## src/rtl/rv_fetch_pkg.sv

```systemverilog
// Shared types and constants for the instruction-fetch front end.
package rv_fetch_pkg;

   localparam int FETCH_XLEN    = 32;
   localparam int ILEN          = 32;
   localparam int DEFAULT_DEPTH = 4;
   localparam logic [ILEN-1:0] NOP_INST = 32'h0000_0013;

   typedef struct packed {
      logic [FETCH_XLEN-1:0] pc;
      logic [ILEN-1:0]       inst;
   } fetch_entry_t;

   // Counters must represent 0..DEPTH inclusive.
   function automatic int cnt_width(input int depth);
      return $clog2(depth + 1);
   endfunction

endpackage

```

## src/rtl/rv_fetch_fifo.sv

```systemverilog
// Prefetch FIFO of {pc, inst} entries with push/pop/flush and occupancy output.
// Read is combinational from the head entry; outputs read as zero while empty.
module rv_fetch_fifo
   import rv_fetch_pkg::*;
#(
   parameter int XLEN  = FETCH_XLEN,
   parameter int DEPTH = DEFAULT_DEPTH,
   localparam int CNT_W = cnt_width(DEPTH)
) (
   input  logic             clk,
   input  logic             reset,
   input  logic             i_push,
   input  logic [XLEN-1:0]  i_push_pc,
   input  logic [ILEN-1:0]  i_push_inst,
   input  logic             i_pop,
   input  logic             i_flush,
   output logic             o_empty,
   output logic [CNT_W-1:0] o_count,
   output logic [XLEN-1:0]  o_pc,
   output logic [ILEN-1:0]  o_inst
);

   localparam int AW = $clog2(DEPTH);

   logic [XLEN-1:0]  r_pc_mem   [DEPTH];
   logic [ILEN-1:0]  r_inst_mem [DEPTH];
   logic [AW-1:0]    r_wr_ptr;
   logic [AW-1:0]    r_rd_ptr;
   logic [CNT_W-1:0] r_count;

   always_ff @(posedge clk) begin
      if (i_push) begin
         r_pc_mem[r_wr_ptr]   <= i_push_pc;
         r_inst_mem[r_wr_ptr] <= i_push_inst;
      end
   end

   always_ff @(posedge clk or posedge reset) begin
      if (reset) begin
         r_wr_ptr <= '0;
         r_rd_ptr <= '0;
         r_count  <= '0;
      end else if (i_flush) begin
         r_wr_ptr <= '0;
         r_rd_ptr <= '0;
         r_count  <= '0;
      end else begin
         if (i_push)
            r_wr_ptr <= r_wr_ptr + AW'(1);
         if (i_pop)
            r_rd_ptr <= r_rd_ptr + AW'(1);
         r_count <= r_count + CNT_W'(i_push) - CNT_W'(i_pop);
      end
   end

   assign o_empty = (r_count == '0);
   assign o_count = r_count;
   assign o_pc    = o_empty ? '0 : r_pc_mem[r_rd_ptr];
   assign o_inst  = o_empty ? '0 : r_inst_mem[r_rd_ptr];

endmodule

```

## src/rtl/rv_fetch_unit.sv

```systemverilog
// Decoupled instruction-fetch front end: credit-limited requests, prefetch FIFO,
// redirect flush. Optional perf counters when FETCH_PERF_CNT_EN is defined.
module rv_fetch_unit
   import rv_fetch_pkg::*;
#(
   parameter int              XLEN         = FETCH_XLEN,
   parameter int              DEPTH        = DEFAULT_DEPTH,
   parameter logic [XLEN-1:0] RESET_VECTOR = '0
) (
   input  logic            clk,
   input  logic            reset,
   output logic            mem_req_valid,
   input  logic            mem_req_ready,
   output logic [XLEN-1:0] mem_req_addr,
   input  logic            mem_rsp_valid,
   input  logic [ILEN-1:0] mem_rsp_data,
   output logic            inst_valid,
   input  logic            inst_ready,
   output logic [ILEN-1:0] inst_data,
   output logic [XLEN-1:0] inst_pc,
   input  logic            redirect_valid,
   input  logic [XLEN-1:0] redirect_pc
`ifdef FETCH_PERF_CNT_EN
   ,
   output logic [31:0]     perf_fetched,
   output logic [31:0]     perf_flushed
`endif
);

   localparam int CNT_W = cnt_width(DEPTH);
   localparam logic [CNT_W:0] DEPTH_C = (CNT_W+1)'(DEPTH);

   logic [XLEN-1:0]  r_fetch_pc;
   logic [XLEN-1:0]  r_rsp_pc;
   logic [CNT_W-1:0] r_inflight;
   logic [CNT_W-1:0] r_discard;

   logic [CNT_W-1:0] w_occ;
   logic             w_empty;
   logic             w_credit;
   logic             w_req_fire;
   logic             w_push;
   logic             w_pop;
   logic [XLEN-1:0]  w_redirect_pc;

   // Occupancy plus outstanding requests never exceeds DEPTH, so a push always fits.
   assign w_credit      = ({1'b0, w_occ} + {1'b0, r_inflight}) < DEPTH_C;
   assign mem_req_valid = !reset && !redirect_valid && w_credit;
   assign mem_req_addr  = r_fetch_pc;
   assign w_req_fire    = mem_req_valid && mem_req_ready;

   assign w_push        = mem_rsp_valid && !redirect_valid && (r_discard == '0);
   assign inst_valid    = !w_empty && !redirect_valid;
   assign w_pop         = inst_valid && inst_ready;
   assign w_redirect_pc = redirect_pc & ~XLEN'(3);

   always_ff @(posedge clk or posedge reset) begin
      if (reset) begin
         r_fetch_pc <= RESET_VECTOR;
         r_rsp_pc   <= RESET_VECTOR;
         r_inflight <= '0;
         r_discard  <= '0;
      end else begin
         r_inflight <= r_inflight + CNT_W'(w_req_fire) - CNT_W'(mem_rsp_valid);
         if (redirect_valid) begin
            r_fetch_pc <= w_redirect_pc;
            r_rsp_pc   <= w_redirect_pc;
            // Everything still outstanding after this cycle belongs to the old stream.
            r_discard  <= r_inflight - CNT_W'(mem_rsp_valid);
         end else begin
            if (w_req_fire)
               r_fetch_pc <= r_fetch_pc + XLEN'(4);
            if (w_push)
               r_rsp_pc <= r_rsp_pc + XLEN'(4);
            if (mem_rsp_valid && (r_discard != '0))
               r_discard <= r_discard - CNT_W'(1);
         end
      end
   end

   rv_fetch_fifo #(
      .XLEN  (XLEN),
      .DEPTH (DEPTH)
   ) u_fifo (
      .clk         (clk),
      .reset       (reset),
      .i_push      (w_push),
      .i_push_pc   (r_rsp_pc),
      .i_push_inst (mem_rsp_data),
      .i_pop       (w_pop),
      .i_flush     (redirect_valid),
      .o_empty     (w_empty),
      .o_count     (w_occ),
      .o_pc        (inst_pc),
      .o_inst      (inst_data)
   );

`ifdef FETCH_PERF_CNT_EN
   logic [31:0]  r_perf_fetched;
   logic [31:0]  r_perf_flushed;
   logic         w_drop_rsp;
   logic [CNT_W:0] w_flush_add;
   logic [32:0]  w_fetched_sum;
   logic [32:0]  w_flushed_sum;

   assign w_drop_rsp    = mem_rsp_valid && (r_discard != '0);
   assign w_flush_add   = redirect_valid ? ({1'b0, w_occ} + (CNT_W+1)'(mem_rsp_valid))
                                         : (CNT_W+1)'(w_drop_rsp);
   assign w_fetched_sum = {1'b0, r_perf_fetched} + 33'(w_pop);
   assign w_flushed_sum = {1'b0, r_perf_flushed} + 33'(w_flush_add);

   always_ff @(posedge clk or posedge reset) begin
      if (reset) begin
         r_perf_fetched <= '0;
         r_perf_flushed <= '0;
      end else begin
         r_perf_fetched <= w_fetched_sum[32] ? '1 : w_fetched_sum[31:0];
         r_perf_flushed <= w_flushed_sum[32] ? '1 : w_flushed_sum[31:0];
      end
   end

   assign perf_fetched = r_perf_fetched;
   assign perf_flushed = r_perf_flushed;
`endif

endmodule

```

## config.mk

```make
export PLATFORM = sky130hd
export DESIGN_NAME = rv_fetch_unit
export DESIGN_NICKNAME = d
export VERILOG_FILES = /design/src/rtl/rv_fetch_pkg.sv /design/src/rtl/rv_fetch_fifo.sv /design/src/rtl/rv_fetch_unit.sv
export SDC_FILE = /design/constraint.sdc
export NUM_CORES = 1
export LEC_CHECK = 0
export ABC_AREA = 0
export ABC_CLOCK_PERIOD_IN_PS = 4100
export CORE_ASPECT_RATIO = 1.2
export CORE_MARGIN = 4
export CORE_UTILIZATION = 51
export DETAILED_ROUTE_END_ITERATION = 8
export PLACE_DENSITY_LB_ADDON = 0.2
export SETUP_SLACK_MARGIN = 0.5
export SLEW_MARGIN = 20
export SYNTH_ARGS = -nofsm -noshare
export SYNTH_HDL_FRONTEND = slang
export SYNTH_SLANG_ARGS = --single-unit
```

## constraint.sdc

```tcl
create_clock -name clk -period 4.1 [get_ports clk]
set_input_delay 0.41 -clock clk [delete_from_list [all_inputs] [get_ports clk]]
set_output_delay 0.41 -clock clk [all_outputs]
set_load 0.05 [all_outputs]
```

==> impl_metrics.ini <==
; physical design summary
[pwr]
pwr_density_cell_mw_per_mm2 = 627.6
power_leakage_nw = 5.667
worst_case_vdd_ir_drop_v = 0.0003082

[layout]
comb_cell_area_mm2 = 0.004111
diode_insertion_count_for_antenna_repair = 0
proportion_of_cell_area_spent_on_the_clock_network_pct = 5.946
largest_reg_flops = 128
fin_area_mm2 = 0.01673
top_flop_regs = u_fifo.r_inst_mem x128, u_fifo.r_pc_mem x120
nonClkBufAreaFrac_pct = 10.99
final.signal_buffer_count = 178
fraction_of_area_in_registers_pct = 55.46
comb_area_share_pct = 24.58
area_delta_synth_final_pct = 22.59
finalCoreUtilization_pct = 63.49
n_all_inverters = 23
num-nets-final = 1115
layout.filler_cells = 1950
layout_top_cell = edfxtp_1
drive_above_1_share_pct = 14.00

[sta]
fmax_ghz = 0.3062
period_needed_ns = 3.266
tightestPinTransition_ns = 0.9319
fin_crit_sh_pct = 79.65
timing.clock.skew_ns = 0.01616
setup-tns-final_ns = 0
maxSlewHeadroom_pct = 37.35

[yosys]
yosys_cell_types = 54
ys_cells = 856
yosys-stat-area_mm2 = 0.01365
sequential_to_total_area_share_from_yosys_stat_pct = 67.96
top_cells_by_area = edfxtp_1 55%, dfrtp_1 13%, mux4_2 10%
yosys_warning_total = 0
post-synth-top-area-fraction_pct = 54.57
synth_area_per_cell_um2 = 15.94
edf_count = 248

[drt]
wl_met3_um = 1556
vias_per_cell = 5.625
route.detailed.drc = 0
drt-met1-wl_um = 12020
top_layer_used = met5
wirelength_um = 27560
post_drt_wl_per_cell_um = 19.90
met2RoutedLength_um = 13490
drtIter0Drc = 400
routed-via-count = 7791

[critical_path]
endpoint = inst_pc[20]
kind_of_launch_point_of_the_worst_setup_path = flip-flop
critPathBufInv = 2
path_cells = buf_12 -> mux4_2 -> and2_1 -> clkdlybuf4s50_1
crit_fanout = 24
reg2regPathDepth = 12
cp.required_ns = 3.69
r2r_setup_slack_ns = 1.26
r2r_end = u_fifo.o_count[2]$_DFF_PP0_
arrival_time_at_the_worst_endpoint_ns = 2.86
setup.worst_path.end_class = primary output
startpoint_of_the_most_critical_setup_path = u_fifo.r_rd_ptr[0]$_DFFE_PP0P_
worstSetupPathDepth = 4
timing_worst_setup_path_type = flip-flop to primary output

[floorplan]
die-width_um = 157.3
pin_count = 168
placementRows = 65
die_h_um = 187.2
core_util_floorplan_pct = 51.79

[cts]
clkTransAtPathRegs_ns = 0.06
clockRootBuffer = clkbuf_16
tritoncts = built
tritoncts_num_sinks = 321
hold_buffers = 0
cts_max_path_buffers = 3
clock_tree.htree_level_count = 1
cts_inserted_buffers = 31
insertion_delay_ns = 0.55

[grt]
maximum_number_of_pins_on_one_net_before_global_route_repair = 66
global_route_wire_length_before_repair_um = 44170
use_met3_pct = 2.777
gr-usage-all-layers_pct = 18.79
gr-total-overflow = 0
via_count_of_the_first_global_routing_pass = 8164
antenna_found_initial = 1
grt.met1_usage_pct = 26.60

[run_status]
run_status = complete, no violations

[placed_design]
place.detailed.hpwl_um = 17060
placement.cell_area_mm2 = 0.01571

[min_path]
holdPathStages = 2
-- where the power goes --
| part | switching, mW | internal, mW | leakage (nW) |
|---|---|---|---|
| Combinational | 2.34 | 1.46 | 2.08 |
| Clock | 1.14 | 1.62 | 0.489 |
| Sequential | 0.222 | 3.72 | 3.10 |
-- per-stage QoR --
stage	worst slack [ns]	hold WS [ns]	power, mW
after floorplan	1.128	0.4952	6.586
after global placement	0.9482	0.5387	7.808
after detailed placement	0.9326	0.5574	7.845
after CTS	0.5949	0.2138	10.61
after global routing	0.6770	0.2314	10.99
final	0.8343	0.2288	10.50
-- timing repair --
| action | 4_1_cts | 5_1_grt |
|---|---|---|
| gates resized | 0 | 0 |
| buffers inserted | 0 | 1 |
| setup endpoints to repair | 0 | 1 |
-- cell families (layout without fill, tap and decap cells) --
group | count (synthesis) | after routing | share of synthesized area (%)
simple gates | 258 | 258 | 10.51
flops | 321 | 321 | 67.96
mux | 73 | 73 | 11.11
xor+xnor | 48 | 48 | 3.081
fa+ha+maj | 18 | 18 | 1.760
other cells | 1 | 4 | 0.02748
buf+inv | 66 | 257 | 2.045
compound gates | 71 | 71 | 3.512
-- how the worst min path moves through the flow --
stage                                            end                         from
floorplan           u_fifo.r_pc_mem[0][31]$_DFFE_PP_     r_rsp_pc[31]$_DFFE_PP0N_
global placement    u_fifo.r_pc_mem[2][28]$_DFFE_PP_     r_rsp_pc[28]$_DFFE_PP0N_
detailed placement       mem_req_addr[2]$_DFFE_PP0P_  mem_req_addr[2]$_DFFE_PP0P_
CTS                      u_fifo.o_count[2]$_DFF_PP0_               redirect_valid
global route             u_fifo.o_count[1]$_DFF_PP0_               redirect_valid
finish                   u_fifo.o_count[2]$_DFF_PP0_               redirect_valid
==> images/met1.png <==
(2 px per µm) Supply wires on this layer in grey.
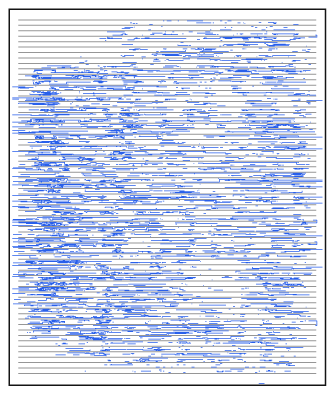
main direction	horizontal
longest straight run	46.9 µm
wire length on this layer	12000 µm

==> images/met2.png <==
(1.5 px per µm) Cells faint in the background.
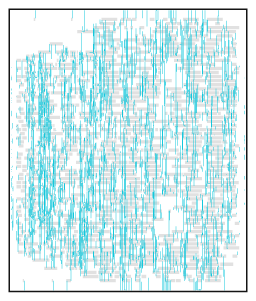
share of all routed wire	49%
longest straight run	97.9 µm
wire length on this layer	13500 µm

==> images/met3.png <==
(2 px per µm)
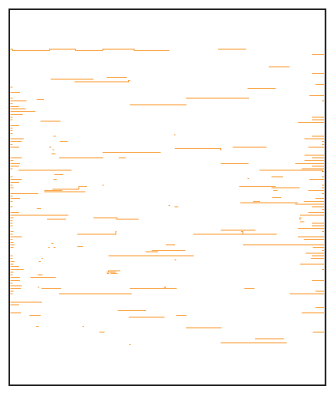
wire length on this layer	1560 µm
longest straight run	42.3 µm
nets with wire on the layer	159
main direction	horizontal
share of all routed wire	5.7%

Power and IR drop assume default switching activity.
